**config.mk**
```make
export PLATFORM = sky130hd
export DESIGN_NAME = dmem_arbiter_flat
export DESIGN_NICKNAME = d
export VERILOG_FILES = /design/src/rtl/dmem_arbiter_pkg.sv /design/src/rtl/dmem_arbiter_if.sv /design/src/rtl/dmem_arbiter_pick.sv /design/src/rtl/dmem_arbiter.sv /design/src/flat_wrapper.sv
export SDC_FILE = /design/constraint.sdc
export NUM_CORES = 1
export LEC_CHECK = 0
export CAP_MARGIN = 10
export CORE_AREA = 8 8 124 126
export DETAILED_ROUTE_END_ITERATION = 10
export DIE_AREA = 0 0 132 134
export HOLD_SLACK_MARGIN = 0.06
export PLACE_DENSITY = 0.86
export SYNTH_ARGS = -nofsm -noshare
export SYNTH_HDL_FRONTEND = slang
export SYNTH_SLANG_ARGS = --single-unit
```
**constraint.sdc**
```tcl
create_clock -name clk -period 10.8 [get_ports clk]
set_clock_uncertainty 0.1 [all_clocks]
set_input_delay 3.24 -clock clk [delete_from_list [all_inputs] [get_ports clk]]
set_output_delay 3.24 -clock clk [all_outputs]
set_load 0.005 [all_outputs]
```
**src/rtl/dmem_arbiter_pkg.sv**
```systemverilog
// dmem_pkg: shared encodings for the dmem arbiter slice.
// RW codes, FSM states and requester port indices.
package dmem_pkg;

  typedef logic [1:0] rw_t;

  localparam rw_t DMEM_NOP = 2'b00;
  localparam rw_t DMEM_WR  = 2'b01;
  localparam rw_t DMEM_RD  = 2'b10;

  typedef enum logic [1:0] {
    ST_IDLE,
    ST_ACCESS,
    ST_RESP
  } state_e;

  localparam logic PORT0 = 1'b0;
  localparam logic PORT1 = 1'b1;

  function automatic logic rw_legal(input rw_t rw);
    return (rw == DMEM_WR) || (rw == DMEM_RD);
  endfunction

endpackage

```
**src/rtl/dmem_arbiter_if.sv**
```systemverilog
// dmem_arbiter_if: one requester port of the dmem arbiter.
// master = requester side, slave = arbiter side.
interface dmem_arbiter_if
  import dmem_pkg::*;
#(
  parameter int ADDR_W = 32,
  parameter int DATA_W = 32
);

  logic                req;
  rw_t                 rw;
  logic [DATA_W/8-1:0] we;
  logic [ADDR_W-1:0]   addr;
  logic [DATA_W-1:0]   wdata;
  logic                gnt;
  logic                rvalid;
  logic [DATA_W-1:0]   rdata;
  logic                err;

  modport master (
    output req, rw, we, addr, wdata,
    input  gnt, rvalid, rdata, err
  );

  modport slave (
    input  req, rw, we, addr, wdata,
    output gnt, rvalid, rdata, err
  );

endinterface

```
**src/rtl/dmem_arbiter_pick.sv**
```systemverilog
// dmem_arb_pick: winner select for the two dmem requesters.
// DMEM_ARB_RR_EN: round-robin; otherwise port 0 first with port-1 starve guard.
module dmem_arb_pick
  import dmem_pkg::*;
#(
  parameter int STARVE_LIMIT = 4
) (
  input  logic clk,
  input  logic rst,
  input  logic req0_i,
  input  logic req1_i,
  input  logic take_i,
  output logic win_o
);

`ifdef DMEM_ARB_RR_EN
  logic prio_q, prio_d;

  // prio_q is the port favoured on the next contested pick
  assign win_o  = (req0_i && req1_i) ? prio_q : req1_i;
  assign prio_d = take_i ? ~win_o : prio_q;

  always_ff @(posedge clk or posedge rst) begin
    if (rst) prio_q <= PORT0;
    else     prio_q <= prio_d;
  end
`else
  localparam int CW = $clog2(STARVE_LIMIT + 1);

  logic [CW-1:0] cnt_q, cnt_d;
  logic          starved;

  assign starved = (cnt_q == CW'(STARVE_LIMIT));
  assign win_o   = req1_i && (!req0_i || starved);

  always_comb begin
    cnt_d = cnt_q;
    if (take_i) begin
      if (win_o)
        cnt_d = '0;
      else if (req1_i && !starved)
        cnt_d = cnt_q + 1'b1;
    end
  end

  always_ff @(posedge clk or posedge rst) begin
    if (rst) cnt_q <= '0;
    else     cnt_q <= cnt_d;
  end
`endif

endmodule

```
**src/rtl/dmem_arbiter.sv**
```systemverilog
// dmem_arbiter: shares one dmem port between two requesters.
// Arbitration policy selected by DMEM_ARB_RR_EN (see dmem_arb_pick).
module dmem_arbiter
  import dmem_pkg::*;
#(
  parameter int ADDR_W       = 32,
  parameter int DATA_W       = 32,
  parameter int STARVE_LIMIT = 4
) (
  input  logic                clk,
  input  logic                rst,
  dmem_arbiter_if.slave       m0,
  dmem_arbiter_if.slave       m1,
  output rw_t                 dmemRW,
  output logic [DATA_W/8-1:0] w_en,
  output logic [ADDR_W-1:0]   addr,
  output logic [DATA_W-1:0]   din,
  input  logic [DATA_W-1:0]   dout,
  input  logic                outofbound
);

  localparam int BE_W = DATA_W / 8;

  state_e            state_q, state_d;
  rw_t               rw_q;
  logic [BE_W-1:0]   we_q;
  logic [ADDR_W-1:0] addr_q;
  logic [DATA_W-1:0] wdata_q;
  logic              own_q;
  logic [DATA_W-1:0] rdata_q;
  logic              err_q;

  logic arb, take, win;
  logic acc, rsp, legal, wr;

  assign arb  = (state_q == ST_IDLE) || (state_q == ST_RESP);
  assign take = arb && (m0.req || m1.req) && !rst;

  dmem_arb_pick #(
    .STARVE_LIMIT(STARVE_LIMIT)
  ) u_pick (
    .clk    (clk),
    .rst    (rst),
    .req0_i (m0.req),
    .req1_i (m1.req),
    .take_i (take),
    .win_o  (win)
  );

  assign acc   = (state_q == ST_ACCESS);
  assign rsp   = (state_q == ST_RESP);
  assign legal = rw_legal(rw_q);
  assign wr    = acc && (rw_q == DMEM_WR);

  always_comb begin
    state_d = state_q;
    unique case (state_q)
      ST_IDLE:   if (take) state_d = ST_ACCESS;
      ST_ACCESS: state_d = ST_RESP;
      ST_RESP:   state_d = take ? ST_ACCESS : ST_IDLE;
      default:   state_d = ST_IDLE;
    endcase
  end

  always_ff @(posedge clk or posedge rst) begin
    if (rst) begin
      state_q <= ST_IDLE;
      rw_q    <= DMEM_NOP;
      we_q    <= '0;
      addr_q  <= '0;
      wdata_q <= '0;
      own_q   <= PORT0;
      rdata_q <= '0;
      err_q   <= 1'b0;
    end else begin
      state_q <= state_d;
      if (take) begin
        own_q   <= win;
        rw_q    <= win ? m1.rw    : m0.rw;
        we_q    <= win ? m1.we    : m0.we;
        addr_q  <= win ? m1.addr  : m0.addr;
        wdata_q <= win ? m1.wdata : m0.wdata;
      end
      // response is captured at the edge that closes ACCESS
      if (acc) begin
        err_q   <= outofbound || !legal;
        rdata_q <= (rw_q == DMEM_RD && !outofbound) ? dout : '0;
      end
    end
  end

  assign dmemRW = (acc && legal) ? rw_q : DMEM_NOP;
  assign addr   = (acc && legal) ? addr_q : '0;
  assign w_en   = wr ? we_q : '0;
  assign din    = wr ? wdata_q : '0;

  assign m0.gnt    = take && (win == PORT0);
  assign m1.gnt    = take && (win == PORT1);
  assign m0.rvalid = rsp && (own_q == PORT0);
  assign m1.rvalid = rsp && (own_q == PORT1);
  assign m0.rdata  = m0.rvalid ? rdata_q : '0;
  assign m1.rdata  = m1.rvalid ? rdata_q : '0;
  assign m0.err    = m0.rvalid && err_q;
  assign m1.err    = m1.rvalid && err_q;

endmodule

```
**src/flat_wrapper.sv**
```systemverilog
// flat-port wrapper written by rule: the top's interface ports become plain ports
module dmem_arbiter_flat import dmem_pkg::*;
#(
  parameter int ADDR_W       = 32,
  parameter int DATA_W       = 32,
  parameter int STARVE_LIMIT = 4
)
  (clk, rst, dmemRW, w_en, addr, din, dout, outofbound, m0_req, m0_rw, m0_we, m0_addr, m0_wdata, m0_gnt, m0_rvalid, m0_rdata, m0_err, m1_req, m1_rw, m1_we, m1_addr, m1_wdata, m1_gnt, m1_rvalid, m1_rdata, m1_err);
  dmem_arbiter_if #(.ADDR_W(ADDR_W), .DATA_W(DATA_W)) m0_i ();
  dmem_arbiter_if #(.ADDR_W(ADDR_W), .DATA_W(DATA_W)) m1_i ();
  input  logic clk;
  input  logic rst;
  output rw_t dmemRW;
  output logic [DATA_W/8-1:0] w_en;
  output logic [ADDR_W-1:0] addr;
  output logic [DATA_W-1:0] din;
  input  logic [DATA_W-1:0] dout;
  input  logic outofbound;
  input wire logic [$bits(m0_i.req)-1:0] m0_req;
  input wire logic [$bits(m0_i.rw)-1:0] m0_rw;
  input wire logic [$bits(m0_i.we)-1:0] m0_we;
  input wire logic [$bits(m0_i.addr)-1:0] m0_addr;
  input wire logic [$bits(m0_i.wdata)-1:0] m0_wdata;
  output wire logic [$bits(m0_i.gnt)-1:0] m0_gnt;
  output wire logic [$bits(m0_i.rvalid)-1:0] m0_rvalid;
  output wire logic [$bits(m0_i.rdata)-1:0] m0_rdata;
  output wire logic [$bits(m0_i.err)-1:0] m0_err;
  input wire logic [$bits(m1_i.req)-1:0] m1_req;
  input wire logic [$bits(m1_i.rw)-1:0] m1_rw;
  input wire logic [$bits(m1_i.we)-1:0] m1_we;
  input wire logic [$bits(m1_i.addr)-1:0] m1_addr;
  input wire logic [$bits(m1_i.wdata)-1:0] m1_wdata;
  output wire logic [$bits(m1_i.gnt)-1:0] m1_gnt;
  output wire logic [$bits(m1_i.rvalid)-1:0] m1_rvalid;
  output wire logic [$bits(m1_i.rdata)-1:0] m1_rdata;
  output wire logic [$bits(m1_i.err)-1:0] m1_err;
  assign m0_i.req = m0_req;
  assign m0_i.rw = m0_rw;
  assign m0_i.we = m0_we;
  assign m0_i.addr = m0_addr;
  assign m0_i.wdata = m0_wdata;
  assign m0_gnt = m0_i.gnt;
  assign m0_rvalid = m0_i.rvalid;
  assign m0_rdata = m0_i.rdata;
  assign m0_err = m0_i.err;
  assign m1_i.req = m1_req;
  assign m1_i.rw = m1_rw;
  assign m1_i.we = m1_we;
  assign m1_i.addr = m1_addr;
  assign m1_i.wdata = m1_wdata;
  assign m1_gnt = m1_i.gnt;
  assign m1_rvalid = m1_i.rvalid;
  assign m1_rdata = m1_i.rdata;
  assign m1_err = m1_i.err;
  dmem_arbiter #(.ADDR_W(ADDR_W), .DATA_W(DATA_W), .STARVE_LIMIT(STARVE_LIMIT)) u_core (.clk(clk), .rst(rst), .m0(m0_i), .m1(m1_i), .dmemRW(dmemRW), .w_en(w_en), .addr(addr), .din(din), .dout(dout), .outofbound(outofbound));
endmodule
```
**Run 1: layout detail**

Bar = 20 um. Window x 41 to 91, y 69 to 119 um. Cells in gray, sequential cells in the stronger gray; small squares are vias.
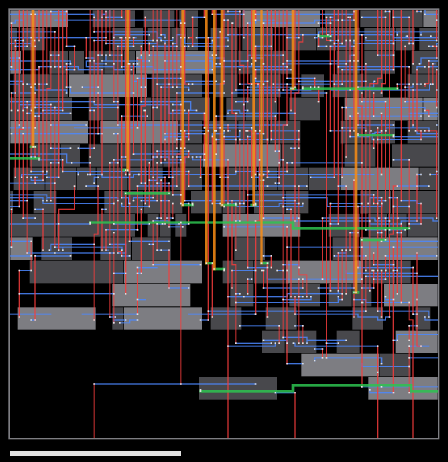
M3 -> green
M1 -> blue
M4 -> orange
M2 -> red
sequential cells in the window = 20
netlist names of flops here include = u_core.wdata_q (10), u_core.u_pick.cnt_q (3), u_core.we_q (3)
most frequent = clkdlybuf4s50_1 (36), dfrtp_1 (20), a221o_1 (18)
cells with their middle in the window = 141

**Run 1: ports around the boundary**

Bar = 50 um. Pins as bars across the die edge, other pins in gray.
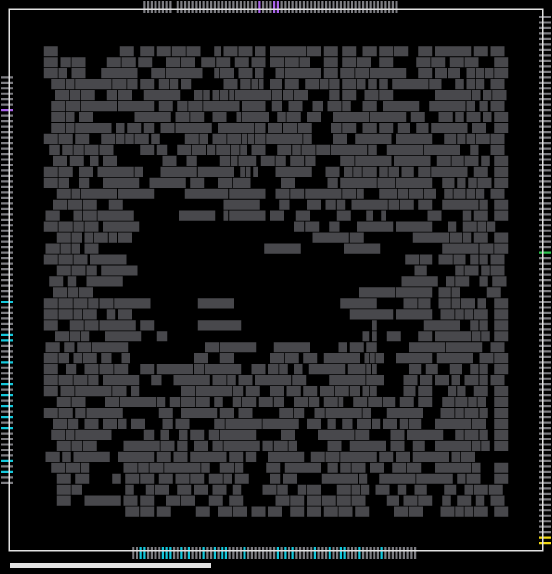
dmemRW -> yellow  # pins 2, direction output, edge right
m0_gnt -> green  # pins 1, direction output, edge right
m0_we -> purple  # pins 4, direction input, edge 3 top, 1 left
m0_addr -> cyan  # pins 32, direction input, edge 21 bottom, 11 left
DIE WIDTH: 132 um
DIE HEIGHT: 134 um
port bufs: 316

==> ci_impl_report.md, run 1 <==
### Yosys + OpenROAD results

| Metric | Value |
|---|---|
| Tool warnings | 28 |
| Power Clock | 0.367 mW |
| Synth unique cells | 23 |
| Top cell excl fill/tap | clkdlybuf4s50_1 |
| Reg2Reg Launch Point | u_core.state_q[0]$_DFFE_PP0P_ |
| CTS Root Cell | clkbuf_16 |
| Maximum clock rate | 114 MHz |
| Antenna-violating nets left | 0 |
| CTS buffer count | 9 |
| R2R depth | 5 |
| Clk slew on worst S/H paths | 0.07 ns |
| Tmin final | 8.80 ns |
| Sw frac | 0.255 |
| Design area | 9120 um2 |
| Slew HR | 0.255 |
| Synth warn | 0 |
| Finished Core Util | 0.675 |
| Post-DR vias/cell | 5.55 |
| RSZ-0062 raised after global routing | false |
| Mapped Area | 5520 um2 |
| # setup viols final | 0 |
| Row Count | 43 |
| R2r endpoint | u_core.rdata_q[8]$_DFFE_PP0N_ |
| Flop pwr share | 0.452 |
| Ports | 317 |
| Switch Pwr | 0.289 mW |
| P&R area growth vs syn | 65.1% |
| Full die area | 17,700 um2 |
| Clock power share | 0.323 |
| Final Wtd Congestion | 0.865 |
| Max-cap violations | 0 |
| Area contributors post-synth | dfrtp_1 (49%), a221o_1 (13%), and2_1 (11%), nor3b_1 (9.8%), a22o_1 (5.1%) |
| Adder Share, Synth | 0.00906 |
| Crit path capture type | primary output |
| Max FO, Critical Path | 75 |
| Comb group | 0.256 mW |
| Run status | completed |
| Setup TNS | 0 ns |
| Hold path depth | 1 |
**Run 1: the metal 1 layer**

Bar = 50 um.
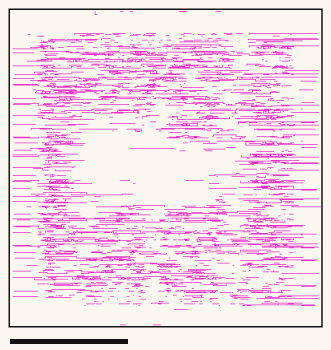
main direction = horizontal
nets with wire on the layer = 860
wire length on this layer = 8,030 um
share of all routed wire = 39%
longest straight run = 34.0 um
routing usage on met1: 0.257
via count: 5,407

## run 1: area by class of cell
cell class / instances / area (um2) / area share
Clock buffer: 10 / 229 / 0.0251
Clock inverter: 5 / 100 / 0.0110
Inverter: 11 / 43.8 / 0.00480
Multi-Input combinational cell: 335 / 2560 / 0.281
Sequential cell: 109 / 2730 / 0.299
Tap cell: 180 / 225 / 0.0247
Timing Repair Buffer: 325 / 3230 / 0.354
## run 1: critical path, cell delays in order
cell and delay, ns:
clkdlybuf4s50_1 0.59, or3b_2 0.46, buf_4 0.36, nor2_1 0.25, clkdlybuf4s50_1 0.54
## run 1: metal layers
metal  vias to the layer above  track usage  part of all wire
li1                       2443            -                 -
met1                      2653        0.257              0.39
met2                       269        0.390              0.50
met3                        42       0.0729             0.076
met4                         0       0.0938             0.035
met5                         -            0                 0
**Run 1: where the registers sit**

Bar = 50 um.
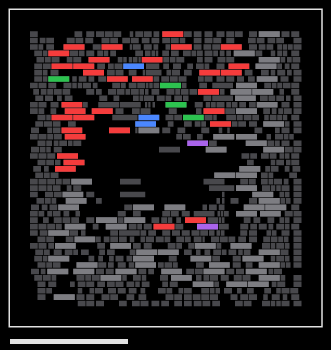

--- run 2 (diff from run 1) ---
CORE_AREA = 8 8 135 137   (was 8 8 124 126)
DIE_AREA = 0 0 143 145   (was 0 0 132 134)
PLACE_DENSITY = 0.77   (was 0.86)
clock period = 7.37 ns   (was 10.8 ns; I/O delays follow)
**Run 2: where the registers sit**

Bar = 50 um.
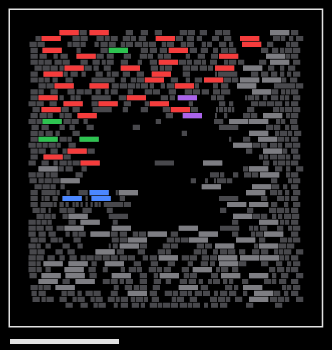
u_core.wdata_q -> red  # flops 32
u_core.u_pick.cnt_q -> blue  # flops 3
u_core.we_q -> green  # flops 4
u_core.rw_q -> purple  # flops 2
not colored = 68
sequential cell area share: 0.298
register area: 2730 um2
Finished Core Util: 0.566
P_seq: 0.750 mW

**Run 2: layout detail**

Bar = 20 um. Window x 46 to 96, y 76 to 126 um. Cells in gray, sequential cells in the stronger gray; small squares are vias.
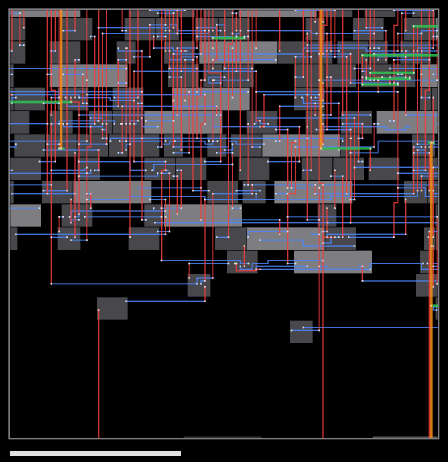
M4 -> orange
M3 -> green
M2 -> red
M1 -> blue
cells with their middle in the window = 84
netlist names of flops here include = u_core.wdata_q (9), u_core.rw_q (2)
most frequent = clkdlybuf4s50_1 (33), nor3b_1 (12), a221o_1 (12)
sequential cells in the window = 11

==> run 2 against run 1 <==
  * Critical path type unchanged
  * Wire length fell by 0.67%
  * Largest cell class unchanged
  * Combinational power is 46% higher
  * Clock-buffer cell count increased by 1
  * Hold slack improved by 0.0014 ns
  * First-iteration DRC count shrank 37%
  * Clock power is 36% higher
  * Sequential share of layout area down 0.13 points
  * Sequential power grew 46%
==> ci_impl_report.md, run 2 <==
### Yosys + OpenROAD results

| Metric | Value |
|---|---|
| Run status | completed |
| Ports | 317 (unchanged) |
| CP Buf/Inv Count | 2 (-1) |
| # clk buffers | 11 (+1) |
| Design area | 9160 um2 (+0.45%) |
| # setup viols final | 0 (unchanged) |
| Synth warn | 0 (unchanged) |
| Maximum clock rate | 159 MHz |
| R2r endpoint | u_core.rdata_q[2]$_DFFE_PP0N_ |
| Setup TNS | 0 ns (unchanged) |
| Logic inverters | 11 (unchanged) |
| Comb group | 0.374 mW (+46%) |
| Tmin final | 6.31 ns |
| CTS Root Cell | clkbuf_16 |
| R2R depth | 5 (unchanged) |
| Power Clock | 0.499 mW (+36%) |
| Antenna-violating nets left | 0 (unchanged) |
| Buffering overhead | 0.355 (+0.000589) |
| CP most frequent cell | clkdlybuf4s50_1 |
| Hold path depth | 1 (unchanged) |
| Synth unique cells | 23 (unchanged) |
| Slew HR | 0.259 (+0.00358) |
| Port bufs | 316 (unchanged) |
| Combinational Gates | 335 (unchanged) |
| Clock Network Area Fraction | 0.0325 (-0.00358) |
| Adder Share, Synth | 0.00906 (unchanged) |
| Clock power share | 0.308 (-0.015) |
| Sw frac | 0.273 (+0.0187) |
| Flop pwr share | 0.462 (+0.010) |
| Final Wtd Congestion | 0.759 (-12%) |
| Tool warnings | 28 (unchanged) |
| Max-cap violations | 0 (unchanged) |
| Switch Pwr | 0.444 mW (+53%) |
| Crit path capture type | primary output |
| Mapped Area | 5520 um2 (unchanged) |
| Full die area | 20,700 um2 (+17%) |
| P&R area growth vs syn | 65.9% |
| Logic area | 2560 um2 (about the same) |
| Combinational share of cell area | 0.280 (-0.000994) |
| Buffers excl. clock | 325 (unchanged) |
| Max FO, Critical Path | 4 (-95%) |
| Clk slew on worst S/H paths | 0.07 ns (about the same) |
==> run 2: cell counts after synthesis <==
Identical to the previous run, type by type.
==> run 2: through the flow <==
stage / hold WS (ns) / total power, mW / setup WS (ns)
2_1_floorplan: 0.371 / 0.924 / 2.00
3_3_place_gp: 0.388 / 1.12 / 1.13
3_5_place_dp: 0.390 / 1.13 / 1.07
4_1_cts: 0.411 / 1.64 / 1.06
5_1_grt: 0.421 / 1.71 / 1.02
6_report: 0.409 / 1.62 / 1.06
==> run 2: layer usage <==
layer / vias to the layer above / wire, um / GRT usage
met5: - / 13 / 0
met4: 2 / 338 / 0.0537
met3: 25 / 1680 / 0.0505
met2: 230 / 10000 / 0.320
met1: 2553 / 8630 / 0.235
li1: 2438 / - / -
**Run 2: the clock network**

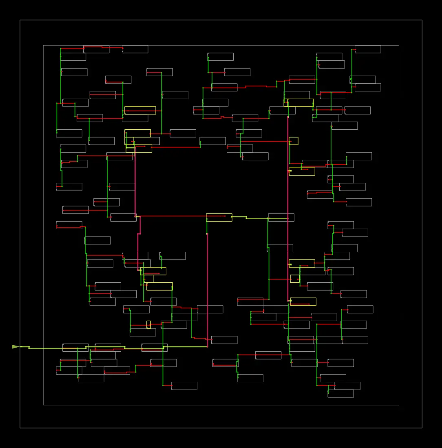

--- run 3 (diff from run 2) ---
SLEW_MARGIN = 10   (was not set)
**Run 3: the clock network**

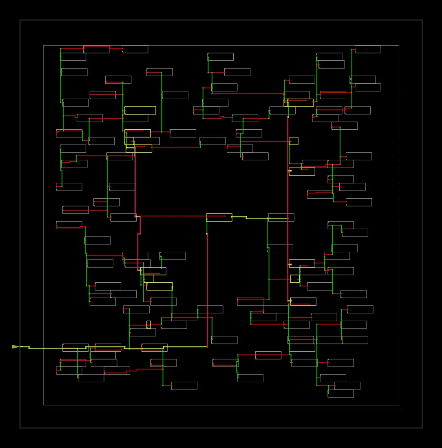
CTS buffer count: 9
Late-Pin Clk Latency: 0.34 ns
Power Clock: 0.500 mW
CTS sink count: 109

==> run 3 against run 2 <==
  * Sequential power barely moved
  * Synthesized cell count did not move
  * Die size did not move
  * Total power barely moved
  * Cell count barely moved
  * Clock-buffer cell count did not move
  * Non-clock buffer count fell by 1
  * Via count barely moved
  * Critical endpoint unchanged
  * Largest power group unchanged
==> ci_impl_report.md, run 3 <==
### Yosys + OpenROAD results

| Metric | Value |
|---|---|
| Crit path capture type | primary output |
| Synth warn | 0 (unchanged) |
| Hold path depth | 1 (unchanged) |
| Worst setup SP type | input port |
| Full die area | 20,700 um2 (unchanged) |
| Register bit total from synthesis | 109 |
| Post-Place Worst Slack | 1.07 ns (unchanged) |
| First-pass GRT wire length | 31.6 mm |
| Slew HR | 0.260 (+0.00127) |
| Critical path's top delay family | buffers and inverters |
| Synth unique cells | 23 (unchanged) |
| Max FO, Critical Path | 4 (unchanged) |
| VDD IR max | 105 uV |
| Metal-1 WL | 8.70 mm (+0.82%) |
| Setup bufs post-CTS | 0 |
| Antenna-violating nets left | 0 (unchanged) |
| Clk slew on worst S/H paths | 0.07 ns (about the same) |
| Maximum clock rate | 159 MHz (unchanged) |
| Top-area cell share | 0.494 |
| CP Buf/Inv Count | 2 (unchanged) |
| DR top layer | met5 |
| CP most frequent cell | clkdlybuf4s50_1 |
| Finished Core Util | 0.565 (-0.00162) |
| Mapped Area | 5520 um2 (unchanged) |
| Met3 Use GR | 0.0505 (unchanged) |
| Clock Path Buffers | 2 |
| Setup TNS | 0 ns (unchanged) |
| Critical path depth in cells | 4 |
| Final Power | 1.62 mW (about the same) |
| Tmin final | 6.31 ns (unchanged) |
| R2R depth | 4 (-1) |
| P&R area growth vs syn | 65.4% |
| Met2 Use GR | 0.320 (unchanged) |
| Routing usage on met1 | 0.235 (unchanged) |
| Wire length on met2 | 9.89 mm (-1.1%) |
| Hold slack | 0.410 ns (+0.000670 ns) |
| Avg WL per Cell | 20.2 um |
| Most Used Layer, Global Route | met2 |
| Tool warnings | 28 (unchanged) |
| Routed wl met3 | 1.61 mm (-4.1%) |
| Port bufs | 316 (unchanged) |
| Run status | completed |
| # setup viols final | 0 (unchanged) |
| Final worst-path setup slack | 1.06 ns (unchanged) |
| Final Wtd Congestion | 0.759 (unchanged) |
| Row Count | 47 |
| Ports | 317 (unchanged) |
| CTS Root Cell | clkbuf_16 |
| R2r endpoint | u_core.rdata_q[2]$_DFFE_PP0N_ |
**Run 3: layout detail**

Bar = 20 um. Window x 46 to 96, y 76 to 126 um. Cells in gray, sequential cells in the stronger gray; small squares are vias.
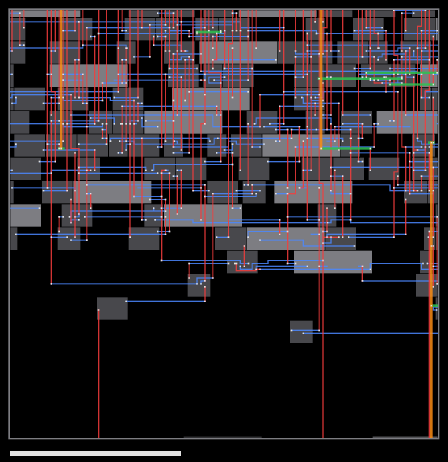
M4 -> orange
M3 -> green
M2 -> red
M1 -> blue
sequential cells in the window = 11
most frequent = clkdlybuf4s50_1 (33), nor3b_1 (12), a221o_1 (12)
cells with their middle in the window = 84
netlist names of flops here include = u_core.wdata_q (9), u_core.rw_q (2)

[run 3: report_power, final]
group          internal, mW  total, mW  leakage (nW)  switching [mW]
logic                 0.220      0.372          2.25           0.152
clock network         0.269      0.500         0.145           0.231
registers             0.690      0.750          1.40          0.0602
total                  1.18       1.62          3.79           0.443
[run 3: area by class of cell]
cell class / count / area [um2]
well taps: 220 / 275
repair buffers: 324 / 3220
inverters: 11 / 43.8
flip-flops and latches: 109 / 2730
clock buffers: 11 / 233
clock inverters: 5 / 65.1
fillers: 1419 / 7040
multi-input cells: 335 / 2570
[run 3: kinds of logic after synthesis]
group / Yosys count / synth area share
AND-OR/OR-AND: 110 / 0.185
adder cells (fa/ha/maj): 4 / 0.00906
buffers and inverters: 66 / 0.0483
flip-flops: 109 / 0.494
AND/OR/NAND/NOR: 221 / 0.263
Power and IR drop assume default switching activity.
